## src/rtl/cfs_pkg.sv

```systemverilog
// Shared constants, colour/state encodings and bounding-box payload for color_frame_stats.
package cfs_pkg;

    localparam int unsigned AW_DEF        = 15;
    localparam int unsigned FRAME_PIX_DEF = 19200;
    localparam int unsigned H_RES_DEF     = 160;
    localparam int unsigned V_RES         = 120;
    localparam int unsigned THR_DEF       = 4;
    localparam int unsigned CW            = 12;
    localparam int unsigned XW            = $clog2(H_RES_DEF);
    localparam int unsigned YW            = $clog2(V_RES);

    typedef enum logic [1:0] {
        COL_NONE  = 2'd0,
        COL_RED   = 2'd1,
        COL_GREEN = 2'd2,
        COL_BLUE  = 2'd3
    } color_e;

    typedef enum logic [1:0] {
        ST_IDLE    = 2'd0,
        ST_ACCUM   = 2'd1,
        ST_PUBLISH = 2'd2
    } state_e;

    typedef struct packed {
        logic [XW-1:0] xmin;
        logic [XW-1:0] xmax;
        logic [YW-1:0] ymin;
        logic [YW-1:0] ymax;
        logic          hit;
    } bbox_t;

    localparam bbox_t BBOX_EMPTY = '{xmin: '1, xmax: '0, ymin: '1, ymax: '0, hit: 1'b0};

    // Largest count wins, ties resolved red > green > blue; all-zero frame reports none.
    function automatic color_e dominant(input logic [31:0] r, input logic [31:0] g,
                                        input logic [31:0] b);
        if (r == 32'd0 && g == 32'd0 && b == 32'd0) return COL_NONE;
        if (r >= g && r >= b) return COL_RED;
        if (g >= b) return COL_GREEN;
        return COL_BLUE;
    endfunction

endpackage

```

## src/rtl/px_classify.sv

```systemverilog
// Combinational pixel colour classifier: a channel dominates when it beats both others by THR.
module px_classify
    import cfs_pkg::*;
#(
    parameter int unsigned THR = THR_DEF
) (
    input  logic [CW-1:0] px_data_i,
    output color_e        color_c_o
);

    logic [4:0] r_c, g_c, b_c, thr_c;

    // Widen to 5 bits so channel + margin cannot wrap.
    assign r_c   = {1'b0, px_data_i[11:8]};
    assign g_c   = {1'b0, px_data_i[7:4]};
    assign b_c   = {1'b0, px_data_i[3:0]};
    assign thr_c = 5'(THR);

    always_comb begin
        color_c_o = COL_NONE;
        if (r_c >= g_c + thr_c && r_c >= b_c + thr_c) begin
            color_c_o = COL_RED;
        end else if (g_c >= r_c + thr_c && g_c >= b_c + thr_c) begin
            color_c_o = COL_GREEN;
        end else if (b_c >= r_c + thr_c && b_c >= g_c + thr_c) begin
            color_c_o = COL_BLUE;
        end
    end

endmodule

```

## src/rtl/color_frame_stats.sv

```systemverilog
// Per-frame colour statistics for a camera pixel stream, published on each vsync rising edge.
// Define CFS_BBOX_EN to track the bounding box of pixels matching sel_color.
module color_frame_stats
    import cfs_pkg::*;
#(
    parameter int unsigned AW        = AW_DEF,
    parameter int unsigned FRAME_PIX = FRAME_PIX_DEF,
    parameter int unsigned H_RES     = H_RES_DEF,
    parameter int unsigned THR       = THR_DEF
) (
    input  logic          CAM_pclk,
    input  logic          rst,
    input  logic          px_vsync,
    input  logic          px_we,
    input  logic [CW-1:0] px_data,
    input  logic [1:0]    sel_color,
    input  logic          res_ack,
    output logic          res_valid,
    output logic [1:0]    res_color,
    output logic [AW-1:0] cnt_r,
    output logic [AW-1:0] cnt_g,
    output logic [AW-1:0] cnt_b,
    output logic          res_short,
    output logic          res_long,
    output logic          res_ovr,
    output logic [XW-1:0] bb_xmin,
    output logic [XW-1:0] bb_xmax,
    output logic [YW-1:0] bb_ymin,
    output logic [YW-1:0] bb_ymax,
    output logic          bb_valid
);

    state_e        state_q, state_d;
    logic          vs_q, vs_d;
    logic [AW-1:0] pix_q, pix_d;
    logic [AW-1:0] acc_r_q, acc_r_d, acc_g_q, acc_g_d, acc_b_q, acc_b_d;
    logic          long_q, long_d;
    logic [XW-1:0] x_q, x_d;
    logic [YW-1:0] y_q, y_d;

    logic          res_valid_q, res_valid_d;
    color_e        res_color_q, res_color_d;
    logic [AW-1:0] res_r_q, res_r_d, res_g_q, res_g_d, res_b_q, res_b_d;
    logic          res_short_q, res_short_d;
    logic          res_long_q, res_long_d;
    logic          res_ovr_q, res_ovr_d;
`ifdef CFS_BBOX_EN
    bbox_t         bb_q, bb_d;
    bbox_t         res_bb_q, res_bb_d;
`endif

    logic          vs_rise_c;
    color_e        px_cls_c;

    px_classify #(.THR(THR)) u_classify (
        .px_data_i (px_data),
        .color_c_o (px_cls_c)
    );

    assign vs_rise_c = px_vsync & ~vs_q;

    always_comb begin
        state_d     = state_q;
        vs_d        = px_vsync;
        pix_d       = pix_q;
        acc_r_d     = acc_r_q;
        acc_g_d     = acc_g_q;
        acc_b_d     = acc_b_q;
        long_d      = long_q;
        x_d         = x_q;
        y_d         = y_q;
        res_valid_d = res_valid_q;
        res_color_d = res_color_q;
        res_r_d     = res_r_q;
        res_g_d     = res_g_q;
        res_b_d     = res_b_q;
        res_short_d = res_short_q;
        res_long_d  = res_long_q;
        res_ovr_d   = res_ovr_q;
`ifdef CFS_BBOX_EN
        bb_d        = bb_q;
        res_bb_d    = res_bb_q;
`endif

        case (state_q)
            ST_IDLE:    if (vs_rise_c) state_d = ST_ACCUM;
            ST_ACCUM:   if (vs_rise_c) state_d = ST_PUBLISH;
            ST_PUBLISH: state_d = ST_ACCUM;
            default:    state_d = ST_IDLE;
        endcase

        // Publish the closed frame and restart accumulation from an empty frame.
        if (state_q == ST_PUBLISH) begin
            res_valid_d = 1'b1;
            res_ovr_d   = res_valid_q & ~res_ack;
            res_color_d = dominant(32'(acc_r_q), 32'(acc_g_q), 32'(acc_b_q));
            res_r_d     = acc_r_q;
            res_g_d     = acc_g_q;
            res_b_d     = acc_b_q;
            res_short_d = (pix_q < AW'(FRAME_PIX));
            res_long_d  = long_q;
            pix_d       = '0;
            acc_r_d     = '0;
            acc_g_d     = '0;
            acc_b_d     = '0;
            long_d      = 1'b0;
            x_d         = '0;
            y_d         = '0;
`ifdef CFS_BBOX_EN
            res_bb_d    = bb_q;
            bb_d        = BBOX_EMPTY;
`endif
        end else if (res_ack) begin
            res_valid_d = 1'b0;
            res_ovr_d   = 1'b0;
        end

        // A write during PUBLISH lands on the freshly cleared accumulators.
        if (state_q != ST_IDLE && px_we) begin
            if (pix_d < AW'(FRAME_PIX)) begin
                pix_d = pix_d + AW'(1);
                case (px_cls_c)
                    COL_RED:   acc_r_d = acc_r_d + AW'(1);
                    COL_GREEN: acc_g_d = acc_g_d + AW'(1);
                    COL_BLUE:  acc_b_d = acc_b_d + AW'(1);
                    default:   ;
                endcase
`ifdef CFS_BBOX_EN
                if (px_cls_c == color_e'(sel_color)) begin
                    if (x_d < bb_d.xmin) bb_d.xmin = x_d;
                    if (x_d > bb_d.xmax) bb_d.xmax = x_d;
                    if (y_d < bb_d.ymin) bb_d.ymin = y_d;
                    if (y_d > bb_d.ymax) bb_d.ymax = y_d;
                    bb_d.hit = 1'b1;
                end
`endif
                if (x_d == XW'(H_RES - 1)) begin
                    x_d = '0;
                    y_d = y_d + YW'(1);
                end else begin
                    x_d = x_d + XW'(1);
                end
            end else begin
                long_d = 1'b1;
            end
        end
    end

    always_ff @(posedge CAM_pclk or negedge rst) begin
        if (!rst) begin
            state_q     <= ST_IDLE;
            vs_q        <= 1'b0;
            pix_q       <= '0;
            acc_r_q     <= '0;
            acc_g_q     <= '0;
            acc_b_q     <= '0;
            long_q      <= 1'b0;
            x_q         <= '0;
            y_q         <= '0;
            res_valid_q <= 1'b0;
            res_color_q <= COL_NONE;
            res_r_q     <= '0;
            res_g_q     <= '0;
            res_b_q     <= '0;
            res_short_q <= 1'b0;
            res_long_q  <= 1'b0;
            res_ovr_q   <= 1'b0;
`ifdef CFS_BBOX_EN
            bb_q        <= BBOX_EMPTY;
            res_bb_q    <= BBOX_EMPTY;
`endif
        end else begin
            state_q     <= state_d;
            vs_q        <= vs_d;
            pix_q       <= pix_d;
            acc_r_q     <= acc_r_d;
            acc_g_q     <= acc_g_d;
            acc_b_q     <= acc_b_d;
            long_q      <= long_d;
            x_q         <= x_d;
            y_q         <= y_d;
            res_valid_q <= res_valid_d;
            res_color_q <= res_color_d;
            res_r_q     <= res_r_d;
            res_g_q     <= res_g_d;
            res_b_q     <= res_b_d;
            res_short_q <= res_short_d;
            res_long_q  <= res_long_d;
            res_ovr_q   <= res_ovr_d;
`ifdef CFS_BBOX_EN
            bb_q        <= bb_d;
            res_bb_q    <= res_bb_d;
`endif
        end
    end

    assign res_valid = res_valid_q;
    assign res_color = res_color_q;
    assign cnt_r     = res_r_q;
    assign cnt_g     = res_g_q;
    assign cnt_b     = res_b_q;
    assign res_short = res_short_q;
    assign res_long  = res_long_q;
    assign res_ovr   = res_ovr_q;

`ifdef CFS_BBOX_EN
    assign bb_xmin  = res_bb_q.xmin;
    assign bb_xmax  = res_bb_q.xmax;
    assign bb_ymin  = res_bb_q.ymin;
    assign bb_ymax  = res_bb_q.ymax;
    assign bb_valid = res_bb_q.hit;
`else
    logic unused_sel_c;
    assign unused_sel_c = ^sel_color;
    assign bb_xmin  = '0;
    assign bb_xmax  = '0;
    assign bb_ymin  = '0;
    assign bb_ymax  = '0;
    assign bb_valid = 1'b0;
`endif

endmodule

```

## config.mk

```make
export PLATFORM = sky130hd
export DESIGN_NAME = color_frame_stats
export DESIGN_NICKNAME = d
export VERILOG_FILES = /design/src/rtl/cfs_pkg.sv /design/src/rtl/px_classify.sv /design/src/rtl/color_frame_stats.sv
export SDC_FILE = /design/constraint.sdc
export NUM_CORES = 1
export LEC_CHECK = 0
export ABC_AREA = 1
export CAP_MARGIN = 20
export CORE_MARGIN = 1.5
export CORE_UTILIZATION = 55
export DETAILED_ROUTE_END_ITERATION = 8
export GPL_TIMING_DRIVEN = 1
export PLACE_DENSITY = 0.8
export SLEW_MARGIN = 30
export SYNTH_ARGS = -nofsm -noshare
export SYNTH_HDL_FRONTEND = slang
export SYNTH_SLANG_ARGS = --single-unit
```

## constraint.sdc

```tcl
create_clock -name CAM_pclk -period 2.5 [get_ports CAM_pclk]
set_input_delay 0.75 -clock CAM_pclk [delete_from_list [all_inputs] [get_ports CAM_pclk]]
set_output_delay 0.75 -clock CAM_pclk [all_outputs]
set_load 0.1 [all_outputs]
```

Figure 1. Met1 routing.
Supply wires on this layer in grey.
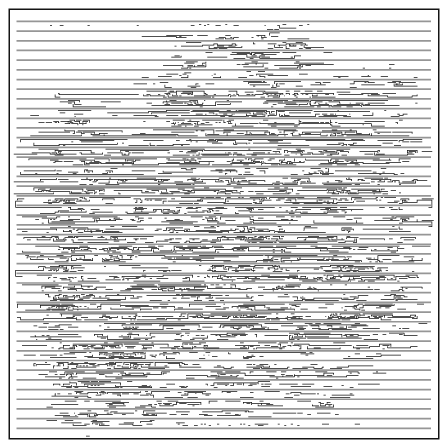
longest straight run = 45.1 um
main direction = horizontal
share of all routed wire = 44%
nets with wire on the layer = 1,041
wire length on this layer = 7,920 um

Figure 2. The metal 2 layer.
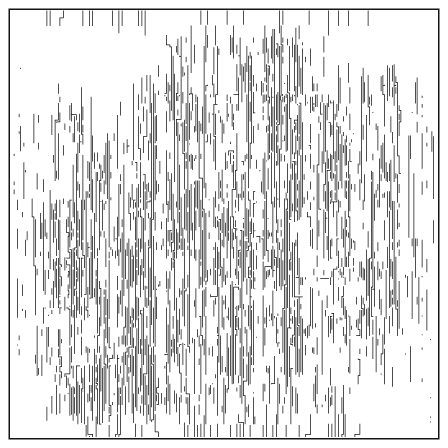
main direction = vertical
share of all routed wire = 49%

Figure 3. Signal wires on met3.
Bar = 20 um.
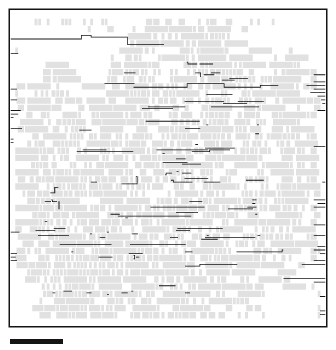
nets with wire on the layer = 94
wire length on this layer = 836 um
share of all routed wire = 4.6%
longest straight run = 27.6 um
main direction = horizontal

Figure 4. The metal 4 layer.
Supply wires on this layer in grey.
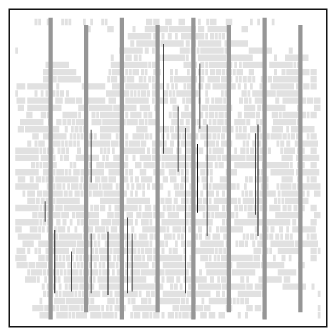
share of all routed wire = 2.5%
longest straight run = 62.6 um
wire length on this layer = 456 um
nets with wire on the layer = 15
main direction = vertical

==> results.cfg <==
; implementation run metrics
[clock_network]
cts_buffer_depth = 2
cts_max_level = 4
post_cts_resize_count = 12
hold_buffers = 0

[timing]
slew_viol_final = 0
fmax_mhz = 417
whs_ns = 0.312
period_minus_slack_ns = 2.40
timing.slew.headroom = 0.657
finalCritPeriodShare = 0.959

[logic_synthesis]
netlist.top_cell.by_area = dfrtp_1
postSynthSeqShare = 0.381
yosysWarnings = 0
xor_area_frac = 0.0522
synth_area_per_cell_sq_um = 7.87
synth.top_cell.area_share = 0.381
ys_sh_mux = 0
adder_share = 0.111

[flow_run]
cap_violations = 0

[status]
outcome = complete, no violations

[power_and_ir_drop]
pwr_density_cell_nw_per_um2 = 1050

[die]
fp.dieH_um = 120
rows = 42
fp-utilization = 0.568
ios = 101

[worst_setup_path]
reg2reg_slack_ns = 0.22
worstPathArrival_ns = 2.72
setup.worst_path.end = acc_b_q[14]
cp.required_ns = 2.82
cp.depth = 13

[worst_hold_path]
hold_class = input port to async pin

[layout]
drive_above_1_share = 0.169

[drt]
finalWirelength_mm = 18.1
wire_per_inst_um = 14.5
dr.pass1.iters = 5

[grt]
antenna_found_initial = 0
grt_start_max_net_pins = 44
grt_pass1_wl_mm = 28.7

[place]
gp_congestion = 0.891
place_area_sq_um = 8330
dpl.hpwl_mm = 12.9
## registers in the layout, summed over array words and instances, names as in the netlist, 2 cells and up
name,cells
state_q,2
cnt_r,15
cnt_g,15
pix_q,15
res_color,2
cnt_b,15
acc_r_q,15
acc_b_q,15
acc_g_q,15
## cell type report
type | instances | area (sq um)
multi-input combinational | 679 | 4020
tap | 176 | 220
clock buffer | 18 | 439
timing repair buffer | 99 | 853
inverter | 145 | 544
fill | 1090 | 4180
sequential | 115 | 2880
clock inverter | 14 | 155
## per-layer routing
layer / share of wire / track usage
met2: 0.49 / 0.426
met4: 0.025 / 0.0900
met5: 0 / 0
met3: 0.046 / 0.0537
met1: 0.44 / 0.326
## report_power, final
part,internal (W),total [W],switching (W)
logic,0.00129,0.00454,0.00325
clock network,0.00150,0.00242,0.000917
registers,0.00224,0.00258,0.000337
